<file path="src/rtl/delay_arbiter.sv">
// Round-robin arbiter that lends a single reloadable down-counter to NREQ requesters.
// The owner holds the counter for iCount cycles, then receives a one-cycle oDone pulse.
module delay_arbiter #(
   parameter int unsigned NREQ     = 4,
   parameter int unsigned WORDSIZE = 8
) (
   input  logic                     iClk,
   input  logic                     iResetN,
   input  logic [NREQ-1:0]          iReq,
   input  logic [NREQ*WORDSIZE-1:0] iCount,
   output logic [NREQ-1:0]          oGrant,
   output logic [NREQ-1:0]          oDone,
   output logic                     oBusy,
   output logic [WORDSIZE-1:0]      oRemain
);

   localparam int unsigned PW = (NREQ > 1) ? $clog2(NREQ) : 1;

   typedef enum logic [1:0] {IDLE, RUN, DONE} state_t;

   state_t              r_state;
   state_t              w_state_nxt;
   logic [PW-1:0]       r_ptr;
   logic [PW-1:0]       r_gidx;
   logic [PW-1:0]       w_pick;
   logic [PW-1:0]       w_gnext;
   logic                w_found;
   logic [NREQ-1:0]     w_onehot;
   logic [WORDSIZE-1:0] r_cnt;

   // First requester at or above the pointer, wrapping modulo NREQ
   always_comb begin
      w_found = 1'b0;
      w_pick  = '0;
      for (int unsigned i = 0; i < NREQ; i++) begin
         if (!w_found && iReq[(32'(r_ptr) + i) % NREQ]) begin
            w_found = 1'b1;
            w_pick  = PW'((32'(r_ptr) + i) % NREQ);
         end
      end
   end

   assign w_gnext  = (r_gidx == PW'(NREQ - 1)) ? '0 : r_gidx + 1'b1;
   assign w_onehot = {{(NREQ-1){1'b0}}, 1'b1} << r_gidx;

   always_ff @(posedge iClk or negedge iResetN) begin
      if (!iResetN) r_state <= IDLE;
      else          r_state <= w_state_nxt;
   end

   // Abort is tested before expiry so a withdrawn request never yields oDone
   always_comb begin
      w_state_nxt = r_state;
      oGrant      = '0;
      oDone       = '0;
      case (r_state)
         IDLE: if (w_found) w_state_nxt = RUN;
         RUN: begin
            oGrant = w_onehot;
            if (!iReq[r_gidx])     w_state_nxt = IDLE;
            else if (r_cnt == '0)  w_state_nxt = DONE;
         end
         DONE: begin
            oDone       = w_onehot;
            w_state_nxt = IDLE;
         end
         default: w_state_nxt = IDLE;
      endcase
   end

   always_ff @(posedge iClk or negedge iResetN) begin
      if (!iResetN) begin
         r_ptr  <= '0;
         r_gidx <= '0;
         r_cnt  <= '0;
      end else begin
         case (r_state)
            IDLE: if (w_found) begin
               r_gidx <= w_pick;
               r_cnt  <= iCount[32'(w_pick)*WORDSIZE +: WORDSIZE] - 1'b1;
            end
            RUN: begin
               if (!iReq[r_gidx])     r_ptr <= w_gnext;
               else if (r_cnt != '0)  r_cnt <= r_cnt - 1'b1;
            end
            DONE: r_ptr <= w_gnext;
            default: ;
         endcase
      end
   end

   assign oBusy   = (r_state != IDLE);
   assign oRemain = r_cnt;

endmodule
</file>
<file path="config.mk">
export PLATFORM = sky130hd
export DESIGN_NAME = delay_arbiter
export DESIGN_NICKNAME = d
export VERILOG_FILES = /design/src/rtl/delay_arbiter.sv
export SDC_FILE = /design/constraint.sdc
export NUM_CORES = 1
export LEC_CHECK = 0
export ABC_CLOCK_PERIOD_IN_PS = 5400
export CAP_MARGIN = 20
export CORE_MARGIN = 4
export CORE_UTILIZATION = 46
export DETAILED_ROUTE_END_ITERATION = 8
export PLACE_DENSITY = 0.83
export SLEW_MARGIN = 10
export SYNTH_ARGS = -nofsm -noshare
export SYNTH_HDL_FRONTEND = slang
export SYNTH_SLANG_ARGS = --single-unit
</file>
<file path="constraint.sdc">
create_clock -name iClk -period 5.4 [get_ports iClk]
set_input_delay 0.54 -clock iClk [delete_from_list [all_inputs] [get_ports iClk]]
set_output_delay 0.54 -clock iClk [all_outputs]
set_load 0.005 [all_outputs]
</file>
Figure 1. Clock wiring as the flow saved it (run 1).
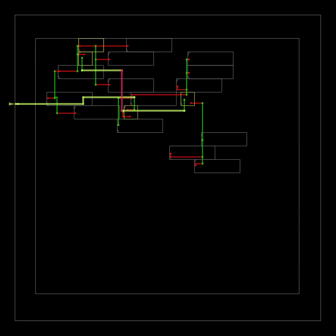
TritonCTS Buffers: 3
Flops: 14
clk_skew: 3.99 ps
clock-net power: 73.8 µW

Figure 2. Placement by cell class (run 1).
Drawn at 6 px/µm. Fill, decap, tap and diode cells in gray.
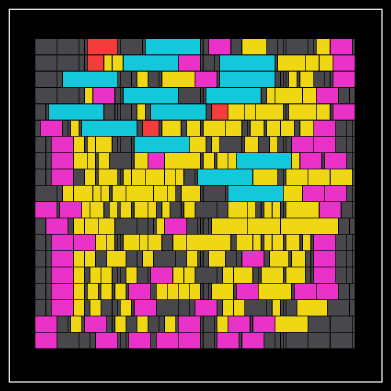
- magenta: remaining buffers and delay cells (cells 55; share of their area 29%)
- cyan: sequential cells (cells 14; share of their area 19%)
- red: clock drivers and dummy loads (cells 4; share of their area 1.9%)
- yellow: combinational and other logic (cells 141; share of their area 51%)

Figure 3. Routed clock nets over the placement (run 1).
Drawn at 8 px/µm.
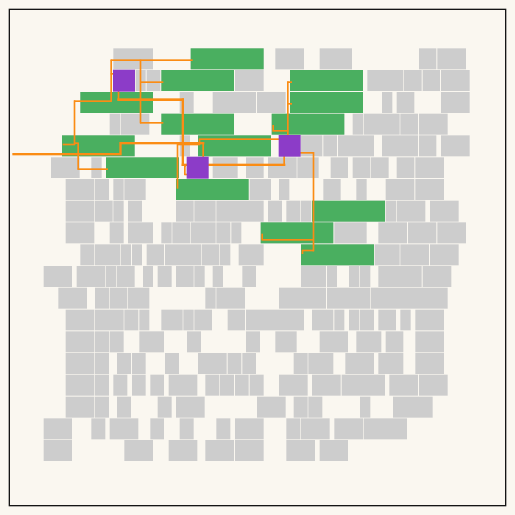
- orange: clock wires (length 168 µm)
- green: flip-flops (count 14)
- purple: clock drivers (count 3)
- routed clock nets: 4

==> CHANGELOG.md, run 1 <==
### Changed

* Status: finished, final reports clean
* Most common cell in the netlist: nand3_1
* Via density at 5.81
* Remaining Overflow, GRT at 0
* Slew @ Worst Pin at 944 ps
* Routed WL per cell at 15.2 µm
* Most frequent CP cell: nand3_1
* CTS clk-pin slew, worst paths at 80 ps
* Share of cells above drive strength 1 at 0.0981
* Initial antenna violation count at 0
* Top cell excl fill/tap: clkdlybuf4s50_1
* Min cycle time layout at 3160 ps
* Sequential fraction of the synthesis area at 0.262
* TNS Setup at 0 ps
* Cell area leaders: dfrtp_1 26%, nand3_1 7.9%, nor2_1 4.8%
* R2R cell count at 9
* Final worst path period share at 0.585
* I/O Buffers at 54
* Core area at 0.00276 mm²
* Via count at 1423
* Final ANT Viol Nets at 0
* Area leader, netlist: dfrtp_1
* Worst EP arrival at 3300 ps
* DRC viols at 0
* Dpl ws at 1950 ps
* FILL cells at 241
* Syn-to-layout area delta at 44.5%
* Number of enable flip-flop cells at 0
* Multi-In Gates at 137
* Yosys stat area at 0.00134 mm²
==> run 1: kinds of logic after synthesis <==
logic type | count (synthesis) | synth area share
mux | 10 | 0.0965
flops | 14 | 0.262
compound gates | 46 | 0.247
fa+ha+maj | 5 | 0.0469
simple gates | 71 | 0.281
buf+inv | 10 | 0.0328
xor+xnor | 5 | 0.0328
==> run 1: flip-flops by register name (all words and copies together), names as in the netlist <==
register and cells:
r_state 2, r_gidx 2, r_ptr 2, oRemain 8
==> run 1: worst max-delay path by stage <==
stage,end,slack [ps]
6_report,oRemain[6],2240
5_1_grt,oRemain[6],2000
4_1_cts,oRemain[6],2250
3_5_place_dp,oRemain[6],1950
3_3_place_gp,oRemain[6],2130
2_1_floorplan,oRemain[7],3170
==> run 1: per-stage QoR <==
step | area, µm² | hold WS [ps] | util | instances | power [mW]
after global routing | 1930 | 603 | 0.700 | 245 | 1.03
after detailed placement | 1890 | 557 | 0.684 | 240 | 0.867
after floorplan | 1340 | 244 | - | 161 | 0.648
after global placement | 1890 | 556 | 0.684 | 240 | 0.842
final | 1930 | 578 | 0.700 | 245 | 0.947
after CTS | 1920 | 581 | 0.697 | 244 | 0.945
==> run 1: power by group <==
| part | internal [mW] | switching [mW] | leakage, nW |
|---|---|---|---|
| Sequential | 0.157 | 0.0643 | 0.161 |
| Clock | 0.0410 | 0.0327 | 0.0210 |
| Combinational | 0.319 | 0.332 | 0.581 |
==> run 1: metal layers <==
metal  track usage  vias to the layer above  share of wire
met2         0.395                       51           0.51
met4        0.0424                        0         0.0083
li1              -                      699              -
met5             0                        -              0
met1         0.242                      667           0.41
met3        0.0455                        6          0.070
Figure 4. Signal wires on met2 (run 1).
Drawn at 8 px/µm. Cells faint in the background.
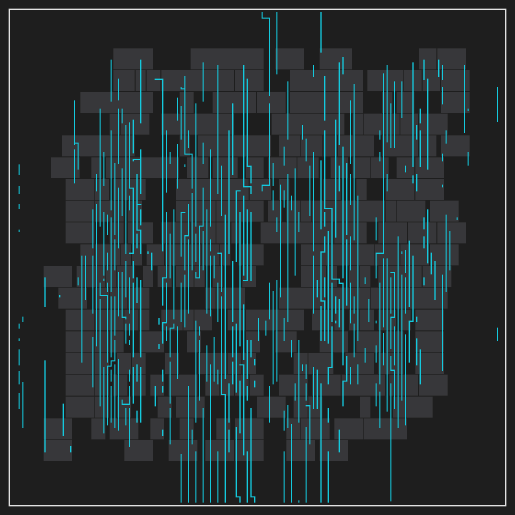

==> inputs of run 2 (changes only) <==
--- a/config.mk
+++ b/config.mk
@@ -5,12 +5,12 @@
 export SDC_FILE = /design/constraint.sdc
 export NUM_CORES = 1
 export LEC_CHECK = 0
-export ABC_CLOCK_PERIOD_IN_PS = 5400
+export ABC_CLOCK_PERIOD_IN_PS = 2600
 export CAP_MARGIN = 20
 export CORE_MARGIN = 4
-export CORE_UTILIZATION = 46
+export CORE_UTILIZATION = 39
 export DETAILED_ROUTE_END_ITERATION = 8
-export PLACE_DENSITY = 0.83
+export PLACE_DENSITY = 0.75
 export SLEW_MARGIN = 10
 export SYNTH_ARGS = -nofsm -noshare
 export SYNTH_HDL_FRONTEND = slang
==> constraint.sdc (replaced) <==
create_clock -name iClk -period 2.6 [get_ports iClk]
set_input_delay 0.26 -clock iClk [delete_from_list [all_inputs] [get_ports iClk]]
set_output_delay 0.26 -clock iClk [all_outputs]
set_load 0.005 [all_outputs]
Figure 5. Signal wires on met2 (run 2).
Drawn at 8 px/µm. Cells faint in the background.
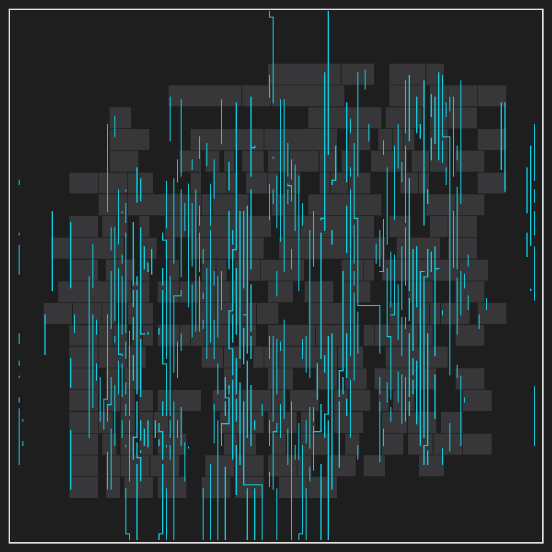
- main direction: vertical
- share of all routed wire: 52%
- wire length on this layer: 2020 µm

==> CHANGELOG.md, run 2 <==
### Changed

* Status: finished, final reports clean
* Yosys stat area at 0.00134 mm²
* Via count at 1428
* Routed WL per cell at 14.4 µm
* TritonCTS Buffers at 3
* DRC viols at 0
* Final setup violation count at 0
* Clk_skew at 2.34 ps
* Dpl ws at 16.0 ps
* Placed cells at 264
* Startpoint Class: register
* Top cell excl fill/tap: clkdlybuf4s50_1
* Initial DRC Count at 52
* FILL cells at 295
* Post-route cell area at 0.00202 mm²
* Most common cell in the netlist: nand3_1
* CTS clk-pin slew, worst paths at 80 ps
* Post-Syn Area at 0.00134 mm²
* I/O Buffers at 54
* Fin util at 0.641
* Placed Area at 0.00198 mm²
* Max reg flops at 8
* Worst EP arrival at 2520 ps
* Hold slack at 361 ps
* Syn-to-layout area delta at 51.4%
* TNS Setup at 0 ps
* Yosys warning tally at 0
* Share of cells above drive strength 1 at 0.138
* Fin nets at 268
* Final ANT Viol Nets at 0
* Remaining Overflow, GRT at 0
* Min cycle time layout at 2330 ps
* Cell area leaders: dfrtp_1 26%, nand3_1 7.9%, nor2_1 4.8%
* Number of enable flip-flop cells at 0
* Sequential fraction of the synthesis area at 0.262
* Slew @ Worst Pin at 607 ps
* Total power at 2.06 mW
* Via density at 5.33
* Final worst path period share at 0.895
* Area leader, netlist: dfrtp_1
* Non-Filler Instances at 268
run 2: netlist changes by cell type in the layout (fill, tap and decap cells not counted), sizes merged:
cell  previous run  this run
buf              1        11
run 2: routing by layer:
| metal | track usage | part of all wire | wire length (µm) |
|---|---|---|---|
| met4 | 0.0102 | 0 | 0 |
| met2 | 0.361 | 0.52 | 2020 |
| met3 | 0.0472 | 0.053 | 206 |
| met5 | 0 | 0 | 0 |
| met1 | 0.220 | 0.42 | 1640 |
run 2: path summary, 6_finish.rpt:
check	slack (ps)	endpoint	depth (start not counted)
max	270	oRemain[4]	9
min	360	oRemain[0]	1
max reg2reg	270	oRemain[4]	9
min reg2reg	580	oRemain[3]	2
max in group asynchronous	1850	r_state[1]	1
min in group iClk	580	oRemain[3]	2
run 2: power by group:
group | internal, mW | switching, mW
clock | 0.0851 | 0.0668
combinational | 0.736 | 0.711
sequential | 0.327 | 0.135
run 2: logic make-up after synthesis:
group	after synthesis	synth area share
adder cells (fa/ha/maj)	5	0.0469
AND-OR/OR-AND	46	0.247
XOR/XNOR	5	0.0328
multiplexers	10	0.0965
AND/OR/NAND/NOR	71	0.281
buffers and inverters	10	0.0328
flip-flops	14	0.262
run 2: area by class of cell:
class,count,area share
inverters,4,0.00743
well taps,44,0.0272
repair buffers,65,0.308
multi-input cells,137,0.466
flip-flops and latches,14,0.173
clock buffers,4,0.0180
run 2: worst reg2reg max path, delay by kind of cell (launching register included):
family	cells	cell delay [ps]
AND-OR/OR-AND	3	590
flip-flops	1	510
multiplexers	2	490
AND/OR/NAND/NOR	2	280
adder cells (fa/ha/maj)	1	260
XOR/XNOR	1	120
Figure 6. Placement by cell class (run 2).
Drawn at 6 px/µm. Fill, decap, tap and diode cells in gray.
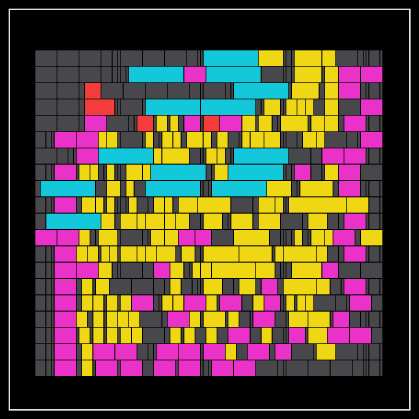

==> inputs of run 3 (changes only) <==
--- a/config.mk
+++ b/config.mk
@@ -5,12 +5,13 @@
 export SDC_FILE = /design/constraint.sdc
 export NUM_CORES = 1
 export LEC_CHECK = 0
-export ABC_CLOCK_PERIOD_IN_PS = 2600
+export ABC_CLOCK_PERIOD_IN_PS = 2850
 export CAP_MARGIN = 20
-export CORE_MARGIN = 4
-export CORE_UTILIZATION = 39
+export CORE_MARGIN = 5
+export CORE_UTILIZATION = 46
+export CTS_CLUSTER_SIZE = 14
 export DETAILED_ROUTE_END_ITERATION = 8
-export PLACE_DENSITY = 0.75
+export PLACE_DENSITY = 0.83
 export SLEW_MARGIN = 10
 export SYNTH_ARGS = -nofsm -noshare
 export SYNTH_HDL_FRONTEND = slang
==> constraint.sdc (replaced) <==
create_clock -name iClk -period 2.85 [get_ports iClk]
set_input_delay 0.285 -clock iClk [delete_from_list [all_inputs] [get_ports iClk]]
set_output_delay 0.285 -clock iClk [all_outputs]
set_load 0.005 [all_outputs]
Figure 7. Placement by cell class (run 3).
Drawn at 6 px/µm. Fill, decap, tap and diode cells in gray.
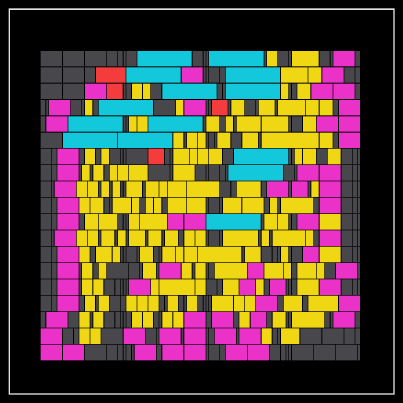
- magenta: remaining buffers and delay cells (cells 61; share of their area 31%)
- cyan: sequential cells (cells 14; share of their area 18%)
- yellow: combinational and other logic (cells 141; share of their area 49%)
- red: clock drivers and dummy loads (cells 4; share of their area 1.9%)

==> CHANGELOG.md, run 3 <==
### Changed

* CTS clk-pin slew, worst paths at 80 ps
* Met3 Track Usage GR at 0.0578
* Final ANT Viol Nets at 0
* Slew @ Worst Pin at 1010 ps
* Remaining Overflow, GRT at 0
* Final worst path period share at 0.845
* Share of cells above drive strength 1 at 0.123
* Sequential fraction of the synthesis area at 0.262
* FILL cells at 242
* Min cycle time layout at 2410 ps
* TritonCTS Buffers at 3
* Via density at 5.84
* M1 GR Usage at 0.236
* Global Route met2 Usage at 0.377
* List of most frequent post-synthesis cells: 21 x nand3_1, 17 x nor2_1, 14 x dfrtp_1, 12 x o21ai_0, 10 x nand2_1
* I/O Buffers at 54
* Fin nets at 264
* Via count at 1466
* Clk_skew at 5.91 ps
* Number of enable flip-flop cells at 0
* Postcts setup bufs at 0
* Worst EP arrival at 2520 ps
* Die area at 0.00408 mm²
* Crit-path slowest cell: dfrtp_1
* Area leader, netlist: dfrtp_1
* Reg2reg setup slack at 440 ps
* TNS Setup at 0 ps
* Top cell excl fill/tap: clkdlybuf4s50_1
* Status: finished, final reports clean
* Startpoint Class: register
* Final setup violation count at 0
* Max reg flops at 8
* Cell area leaders: dfrtp_1 26%, nand3_1 7.9%, nor2_1 4.8%
* DRC viols at 0
* Syn-to-layout area delta at 47.9%
* Leak Pwr at 0.792 nW
* Routed WL per cell at 16.1 µm
* R2R cell count at 9
* Total power at 1.85 mW
* Most common cell in the netlist: nand3_1
* Yosys stat area at 0.00134 mm²
* Initial antenna violation count at 0
[run 3: cell counts after synthesis]
No cell type changed its count.
[run 3: layout make-up]
type / instances / area, µm² / share of cell area
Sequential cell: 14 / 350 / 0.177
Timing Repair Buffer: 61 / 593 / 0.300
Multi-Input combinational cell: 137 / 941 / 0.477
Inverter: 4 / 15.0 / 0.00760
Tap cell: 31 / 38.8 / 0.0196
Clock buffer: 4 / 36.3 / 0.0184
[run 3: worst max-delay path by stage]
stage,cells past startpoint,to,slack (ps)
6_report,9,oRemain[6],440
5_1_grt,9,oRemain[4],280
4_1_cts,9,oRemain[6],450
3_5_place_dp,10,oRemain[6],210
3_3_place_gp,10,oRemain[6],290
2_1_floorplan,8,oRemain[7],670
[run 3: per-stage QoR]
step,instances,worst slack [ps],utilization,hold WS [ps],instance area (µm²)
6_report,251,443,0.716,378,1970
3_3_place_gp,247,289,0.703,561,1940
4_1_cts,251,448,0.716,388,1970
2_1_floorplan,161,666,-,-10.6,1340
3_5_place_dp,247,213,0.703,572,1940
5_1_grt,251,279,0.716,418,1970
[run 3: metal layers]
metal / vias up / wire length [µm]
li1: 709 / -
met2: 52 / 2160
met3: 7 / 233
met4: 0 / 40
met5: - / 0
met1: 698 / 1620
[run 3: logic make-up (layout without fill, tap and decap cells)]
kind of cell	Yosys count	after routing	synth area share
AOI/OAI and AO/OA	46	46	0.247
xor gates and xnor gates	5	5	0.0328
adders and majority gates	5	5	0.0469
buffers and inverters	10	69	0.0328
DFF	14	14	0.262
muxes	10	10	0.0965
and+or+nand+nor	71	71	0.281
[run 3: report_power, final]
part / switching (mW) / total [mW] / internal, mW
combinational: 0.647 / 1.29 / 0.639
sequential: 0.127 / 0.425 / 0.299
clock: 0.0620 / 0.140 / 0.0777
total: 0.835 / 1.85 / 1.01
Power and IR drop assume default switching activity.
